File: src/rtl/pipe_ctrl_if.sv
// Stall/flush control bundle between the pipeline event sources and pipe_ctrl.
// The slave modport is the sequencer's view; master is the core/driver side.
interface pipe_ctrl_if #(
  parameter int unsigned XLEN = 64
);
  logic            load_use;
  logic            ireq_busy;
  logic            dreq_busy;
  logic            mdu_start;
  logic            mdu_done;
  logic            br_valid;
  logic [XLEN-1:0] br_target;
  logic            trap_valid;
  logic [XLEN-1:0] trap_target;

  logic            stall_f;
  logic            stall_d;
  logic            stall_e;
  logic            stall_m;
  logic            flush_d;
  logic            flush_e;
  logic            flush_m;
  logic            flush_w;
  logic            redir_valid;
  logic [XLEN-1:0] redir_pc;
  logic            mdu_timeout;
  logic [1:0]      busy_state;

  modport master (
    output load_use, ireq_busy, dreq_busy, mdu_start, mdu_done,
    output br_valid, br_target, trap_valid, trap_target,
    input  stall_f, stall_d, stall_e, stall_m,
    input  flush_d, flush_e, flush_m, flush_w,
    input  redir_valid, redir_pc, mdu_timeout, busy_state
  );

  modport slave (
    input  load_use, ireq_busy, dreq_busy, mdu_start, mdu_done,
    input  br_valid, br_target, trap_valid, trap_target,
    output stall_f, stall_d, stall_e, stall_m,
    output flush_d, flush_e, flush_m, flush_w,
    output redir_valid, redir_pc, mdu_timeout, busy_state
  );
endinterface

File: src/rtl/pipe_ctrl.sv
// Central stall/flush sequencer for the 5-stage pipeline: prioritises traps, dmem/MDU stalls,
// branch redirects and load-use hazards, and drives a registered PC-redirect channel to fetch.
module pipe_ctrl #(
  parameter int unsigned XLEN        = 64,
  parameter int unsigned MDU_TIMEOUT = 70
) (
  input  logic       clk,
  input  logic       reset,
  pipe_ctrl_if.slave ctrl_io
);

  localparam int unsigned CntW = $clog2(MDU_TIMEOUT + 1);

  typedef enum logic [1:0] {
    StRun       = 2'd0,
    StMduWait   = 2'd1,
    StTrapDrain = 2'd2
  } state_e;

  state_e          state_q, state_d;
  logic            redir_valid_q, redir_valid_d;
  logic [XLEN-1:0] redir_pc_q, redir_pc_d;
  logic [XLEN-1:0] trap_pc_q, trap_pc_d;
  logic [CntW-1:0] cnt_q, cnt_d;
  logic            timeout_q, timeout_d;

  logic st_f, st_d, st_e, st_m;
  logic fl_d, fl_e, fl_m, fl_w;
  logic flush_d_all;

  always_comb begin
    state_d       = state_q;
    // A pending redirect is consumed in the first cycle fetch is not busy.
    redir_valid_d = redir_valid_q & ctrl_io.ireq_busy;
    redir_pc_d    = redir_pc_q;
    trap_pc_d     = trap_pc_q;
    cnt_d         = cnt_q;
    timeout_d     = timeout_q;
    st_f = 1'b0;
    st_d = 1'b0;
    st_e = 1'b0;
    st_m = 1'b0;
    fl_d = 1'b0;
    fl_e = 1'b0;
    fl_m = 1'b0;
    fl_w = 1'b0;

    unique case (state_q)
      StRun, StMduWait: begin
        if (ctrl_io.trap_valid && !ctrl_io.dreq_busy) begin
          fl_d          = 1'b1;
          fl_e          = 1'b1;
          fl_m          = 1'b1;
          redir_valid_d = 1'b1;
          redir_pc_d    = ctrl_io.trap_target;
          state_d       = StRun;
        end else if (ctrl_io.trap_valid) begin
          st_f      = 1'b1;
          st_d      = 1'b1;
          st_e      = 1'b1;
          st_m      = 1'b1;
          fl_w      = 1'b1;
          trap_pc_d = ctrl_io.trap_target;
          state_d   = StTrapDrain;
        end else if (state_q == StMduWait) begin
          if (ctrl_io.mdu_done) begin
            state_d = StRun;
          end else begin
            st_f = 1'b1;
            st_d = 1'b1;
            st_e = 1'b1;
            fl_m = 1'b1;
            if (cnt_q != CntW'(MDU_TIMEOUT)) begin
              cnt_d = cnt_q + CntW'(1);
            end
            if (cnt_d == CntW'(MDU_TIMEOUT)) begin
              timeout_d = 1'b1;
            end
          end
        end else if (ctrl_io.dreq_busy) begin
          st_f = 1'b1;
          st_d = 1'b1;
          st_e = 1'b1;
          st_m = 1'b1;
          fl_w = 1'b1;
        end else if (ctrl_io.mdu_start && !ctrl_io.mdu_done) begin
          st_f    = 1'b1;
          st_d    = 1'b1;
          st_e    = 1'b1;
          fl_m    = 1'b1;
          cnt_d   = '0;
          state_d = StMduWait;
        end else if (ctrl_io.br_valid && !redir_valid_q) begin
          fl_d          = 1'b1;
          fl_e          = 1'b1;
          redir_valid_d = 1'b1;
          redir_pc_d    = ctrl_io.br_target;
        end else if (ctrl_io.load_use) begin
          st_f = 1'b1;
          st_d = 1'b1;
          fl_e = 1'b1;
        end
      end
      StTrapDrain: begin
        // W already holds a bubble here, so a further trap_valid is ignored.
        if (ctrl_io.dreq_busy) begin
          st_f = 1'b1;
          st_d = 1'b1;
          st_e = 1'b1;
          st_m = 1'b1;
          fl_w = 1'b1;
        end else begin
          fl_d          = 1'b1;
          fl_e          = 1'b1;
          fl_m          = 1'b1;
          redir_valid_d = 1'b1;
          redir_pc_d    = trap_pc_q;
          state_d       = StRun;
        end
      end
      default: state_d = StRun;
    endcase
  end

  // D holds stale fetches while a redirect is pending; the bubble wins over any hold.
  assign flush_d_all = fl_d | redir_valid_q;

  assign ctrl_io.stall_f     = st_f;
  assign ctrl_io.stall_d     = st_d & ~flush_d_all;
  assign ctrl_io.stall_e     = st_e;
  assign ctrl_io.stall_m     = st_m;
  assign ctrl_io.flush_d     = flush_d_all;
  assign ctrl_io.flush_e     = fl_e;
  assign ctrl_io.flush_m     = fl_m;
  assign ctrl_io.flush_w     = fl_w;
  assign ctrl_io.redir_valid = redir_valid_q;
  assign ctrl_io.redir_pc    = redir_pc_q;
  assign ctrl_io.mdu_timeout = timeout_q;
  assign ctrl_io.busy_state  = state_q;

  always_ff @(posedge clk) begin
    if (reset) begin
      state_q       <= StRun;
      redir_valid_q <= 1'b0;
      redir_pc_q    <= '0;
      trap_pc_q     <= '0;
      cnt_q         <= '0;
      timeout_q     <= 1'b0;
    end else begin
      state_q       <= state_d;
      redir_valid_q <= redir_valid_d;
      redir_pc_q    <= redir_pc_d;
      trap_pc_q     <= trap_pc_d;
      cnt_q         <= cnt_d;
      timeout_q     <= timeout_d;
    end
  end

endmodule

File: src/flat_wrapper.sv
// flat-port wrapper written by rule: the top's interface ports become plain ports
module pipe_ctrl_flat 
#(
  parameter int unsigned XLEN        = 64,
  parameter int unsigned MDU_TIMEOUT = 70
)
  (clk, reset, ctrl_io_load_use, ctrl_io_ireq_busy, ctrl_io_dreq_busy, ctrl_io_mdu_start, ctrl_io_mdu_done, ctrl_io_br_valid, ctrl_io_br_target, ctrl_io_trap_valid, ctrl_io_trap_target, ctrl_io_stall_f, ctrl_io_stall_d, ctrl_io_stall_e, ctrl_io_stall_m, ctrl_io_flush_d, ctrl_io_flush_e, ctrl_io_flush_m, ctrl_io_flush_w, ctrl_io_redir_valid, ctrl_io_redir_pc, ctrl_io_mdu_timeout, ctrl_io_busy_state);
  pipe_ctrl_if #(.XLEN(XLEN)) ctrl_io_i ();
  input  logic clk;
  input  logic reset;
  input wire logic [$bits(ctrl_io_i.load_use)-1:0] ctrl_io_load_use;
  input wire logic [$bits(ctrl_io_i.ireq_busy)-1:0] ctrl_io_ireq_busy;
  input wire logic [$bits(ctrl_io_i.dreq_busy)-1:0] ctrl_io_dreq_busy;
  input wire logic [$bits(ctrl_io_i.mdu_start)-1:0] ctrl_io_mdu_start;
  input wire logic [$bits(ctrl_io_i.mdu_done)-1:0] ctrl_io_mdu_done;
  input wire logic [$bits(ctrl_io_i.br_valid)-1:0] ctrl_io_br_valid;
  input wire logic [$bits(ctrl_io_i.br_target)-1:0] ctrl_io_br_target;
  input wire logic [$bits(ctrl_io_i.trap_valid)-1:0] ctrl_io_trap_valid;
  input wire logic [$bits(ctrl_io_i.trap_target)-1:0] ctrl_io_trap_target;
  output wire logic [$bits(ctrl_io_i.stall_f)-1:0] ctrl_io_stall_f;
  output wire logic [$bits(ctrl_io_i.stall_d)-1:0] ctrl_io_stall_d;
  output wire logic [$bits(ctrl_io_i.stall_e)-1:0] ctrl_io_stall_e;
  output wire logic [$bits(ctrl_io_i.stall_m)-1:0] ctrl_io_stall_m;
  output wire logic [$bits(ctrl_io_i.flush_d)-1:0] ctrl_io_flush_d;
  output wire logic [$bits(ctrl_io_i.flush_e)-1:0] ctrl_io_flush_e;
  output wire logic [$bits(ctrl_io_i.flush_m)-1:0] ctrl_io_flush_m;
  output wire logic [$bits(ctrl_io_i.flush_w)-1:0] ctrl_io_flush_w;
  output wire logic [$bits(ctrl_io_i.redir_valid)-1:0] ctrl_io_redir_valid;
  output wire logic [$bits(ctrl_io_i.redir_pc)-1:0] ctrl_io_redir_pc;
  output wire logic [$bits(ctrl_io_i.mdu_timeout)-1:0] ctrl_io_mdu_timeout;
  output wire logic [$bits(ctrl_io_i.busy_state)-1:0] ctrl_io_busy_state;
  assign ctrl_io_i.load_use = ctrl_io_load_use;
  assign ctrl_io_i.ireq_busy = ctrl_io_ireq_busy;
  assign ctrl_io_i.dreq_busy = ctrl_io_dreq_busy;
  assign ctrl_io_i.mdu_start = ctrl_io_mdu_start;
  assign ctrl_io_i.mdu_done = ctrl_io_mdu_done;
  assign ctrl_io_i.br_valid = ctrl_io_br_valid;
  assign ctrl_io_i.br_target = ctrl_io_br_target;
  assign ctrl_io_i.trap_valid = ctrl_io_trap_valid;
  assign ctrl_io_i.trap_target = ctrl_io_trap_target;
  assign ctrl_io_stall_f = ctrl_io_i.stall_f;
  assign ctrl_io_stall_d = ctrl_io_i.stall_d;
  assign ctrl_io_stall_e = ctrl_io_i.stall_e;
  assign ctrl_io_stall_m = ctrl_io_i.stall_m;
  assign ctrl_io_flush_d = ctrl_io_i.flush_d;
  assign ctrl_io_flush_e = ctrl_io_i.flush_e;
  assign ctrl_io_flush_m = ctrl_io_i.flush_m;
  assign ctrl_io_flush_w = ctrl_io_i.flush_w;
  assign ctrl_io_redir_valid = ctrl_io_i.redir_valid;
  assign ctrl_io_redir_pc = ctrl_io_i.redir_pc;
  assign ctrl_io_mdu_timeout = ctrl_io_i.mdu_timeout;
  assign ctrl_io_busy_state = ctrl_io_i.busy_state;
  pipe_ctrl #(.XLEN(XLEN), .MDU_TIMEOUT(MDU_TIMEOUT)) u_core (.clk(clk), .reset(reset), .ctrl_io(ctrl_io_i));
endmodule
File: config.mk
export PLATFORM = sky130hd
export DESIGN_NAME = pipe_ctrl_flat
export DESIGN_NICKNAME = d
export VERILOG_FILES = /design/src/rtl/pipe_ctrl_if.sv /design/src/rtl/pipe_ctrl.sv /design/src/flat_wrapper.sv
export SDC_FILE = /design/constraint.sdc
export NUM_CORES = 1
export LEC_CHECK = 0
export ABC_AREA = 1
export CAP_MARGIN = 20
export CORE_ASPECT_RATIO = 0.7
export CORE_MARGIN = 3
export CORE_UTILIZATION = 48
export CTS_BUF_LIST = sky130_fd_sc_hd__clkbuf_8
export DETAILED_ROUTE_END_ITERATION = 8
export HOLD_SLACK_MARGIN = 0.08
export PLACE_DENSITY = 0.83
export SKIP_CTS_REPAIR_TIMING = 1
export SLEW_MARGIN = 0
export SYNTH_ARGS = -nofsm -noshare
export SYNTH_HDL_FRONTEND = slang
export SYNTH_SLANG_ARGS = --single-unit
File: constraint.sdc
create_clock -name clk -period 1.57 [get_ports clk]
set_input_delay 0.157 -clock clk [delete_from_list [all_inputs] [get_ports clk]]
set_output_delay 0.157 -clock clk [all_outputs]
set_load 0.05 [all_outputs]
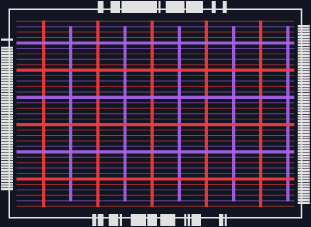
pdn.png
Scale: 2 px per um. Pins as bars on the die edge.
- VSS: red
- VDD: purple
- rows: 34
- met4 straps: 10

==> notes.md <==
flow finished, numbers: Final setup violation count=8, fin crit share=119.8%, status=finished, violations left, chip area=roughly 15,000 um2, Syn Inst Count=899, via count=a little under 7,000, failing checks=negative setup slack, CTS tree=built, final clock skew=0.01451 ns, fin nets=roughly 1,300, H-tree levels=4, first-pass GRT wire length=roughly 33 mm, detail-routed net length per standard cell=15.79 um, Num CTS Buffers=17, HP Class=in -> reg, Fillers=about 930, largest net degree at the start of global routing=between 60 and 70, post-synth top area cell=dfxtp_1, RSZ-0062 raised after global routing=yes, max incr delay on CP=approximately 0.42 ns, post-route ant nets=0, startpoint types=register, Rows=34, Buffers on Ports=212, Peak VDD IR=just over 0.8 mV, pre-CTS setup slack=-0.2606 ns, FF+latch area=2798 um2, clk slew on worst S/H paths=0.07 ns, Late-Pin Clk Latency=between 0.4 and 0.5 ns, setup ws final=-0.3102 ns, Hold Vio Cnt, Final=0, Registers, synthesis=~140, Cell Type Count=26, routability cong.=between 0.8 and 0.9, minimum clock period=roughly 1.9 ns, I/O Pins=approximately 210, slowest CP cell=dfxtp_4, YS warnings=0, f_max=531.8 MHz, worst-path fanout max=5, Rel. slew slack=just under 80%, antenna fix cells=0, Max Slew Vio Count=0, post-layout util=a little under 80%, mapped cell area=6523 um2, DRC errors left=0, Seq share, synth=a little over two fifths
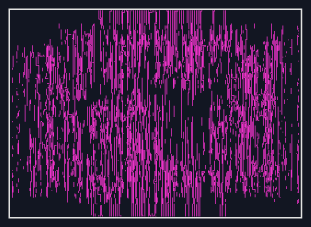
met2.png
Scale: 2 px per um.
- longest straight run: 54.4 um
- share of all routed wire: 47%
- main direction: vertical
- nets with wire on the layer: 1,015
routed wire length: 20.81 mm
met2 usage: 42.12%

[cell families after synthesis]
family                     count (synthesis)  synth area share [%]
and+or+nand+nor                          394                 23.52
AOI/OAI and AO/OA                        213                 16.36
DFF                                      139                 42.66
buffers and inverters                     85                 6.983
muxes                                     64                 9.822
xor gates and xnor gates                   2                0.2686
adders and majority gates                  2                0.3836
[worst max-delay path, delay by kind of cell, from the launching register on]
family | cells | cell delay (ns)
compound gates | 2 | 0.31
simple gates | 2 | 0.31
buf+inv | 2 | 0.24
flops | 1 | 0.42
[final timing paths]
kind	from	endpoint	slack (ns)	cells past startpoint
max	u_core.ctrl_io.busy_state[0]	ctrl_io_stall_d	-0.31	6
min	ctrl_io_ireq_busy	u_core.ctrl_io.redir_valid	0.31	3
max reg2reg	u_core.ctrl_io.busy_state[1]	u_core.ctrl_io.redir_pc[15]	0.03	12
min reg2reg	u_core.ctrl_io.mdu_timeout	u_core.ctrl_io.mdu_timeout	0.46	2
[Yosys cell counts]
library cell  number
buf_2             10
a31oi_1            1
clkbuf_1          37
nand2_2            5
mux2i_1           64
nor3_1             1
buf_12             1
nand3_1           10
xnor2_1            1
nand3_2            1
nand2_1           96
xor2_1             1
nand4_1            3
inv_1             17
inv_2              2
buf_6             11
dfxtp_1          139
o21ai_0          139
inv_4              1
o21ai_1           61
nand2_4            1
a21oi_1           12
nor2_4             1
nor2_1           276
ha_1               2
buf_4              6
[state kept, by name, summed over array words and instances, names as in the netlist]
signal and flops:
u_core.ctrl_io.busy_state 2, u_core.ctrl_io.mdu_timeout 1, u_core.ctrl_io.redir_pc 64, u_core.trap_pc_q 64, u_core.ctrl_io.redir_valid 1, u_core.cnt_q 7
[power breakdown]
part | leakage (nW) | internal, mW | total [mW] | switching [mW]
registers | 1.15 | 3.82 | 4.00 | 0.177
clock network | 0.247 | 2.22 | 3.68 | 1.47
logic | 3.04 | 1.22 | 2.91 | 1.69
[cells in the final DEF, fill, tap and decap left out, types with 2 or more instances in the layout]
master,synthesis,layout
a21oi_1,12,9
a21oi_4,0,2
buf_12,1,30
buf_4,6,101
buf_6,11,2
bufinv_16,0,7
clkbuf_16,0,4
clkbuf_8,0,17
clkdlybuf4s50_1,0,136
clkinv_4,0,3
clkinvlp_4,0,2
dfxtp_1,139,135
dfxtp_4,0,4
inv_1,17,12
inv_2,2,5
inv_6,0,2
inv_8,0,2
mux2i_1,64,64
nand2_1,96,91
nand2_2,5,8
nand2_4,1,2
nand3_1,10,9
nand3_4,0,2
nand4_1,3,3
nor2_1,276,269
nor2_2,0,3
nor2_4,1,5
o21ai_0,139,123
o21ai_1,61,70
o21ai_2,0,6
[final cells by class]
type	instances	area share [%]
Inverter	20	0.9483
Clock inverter	14	2.693
Sequential cell	139	28.27
Clock buffer	17	2.364
Timing Repair Buffer	273	28.73
Multi-Input combinational cell	675	34.72
Tap cell	180	2.276
[layer usage]
layer | vias up | routed length (um) | global-route usage, %
met5 | - | 0 | 0
met4 | 0 | 433 | 8.672
met3 | 39 | 1697 | 6.766
met2 | 310 | 9696 | 42.12
met1 | 3151 | 8980 | 34.08
li1 | 3409 | - | -
No activity file was given, so power comes from the tool's default toggle rates.
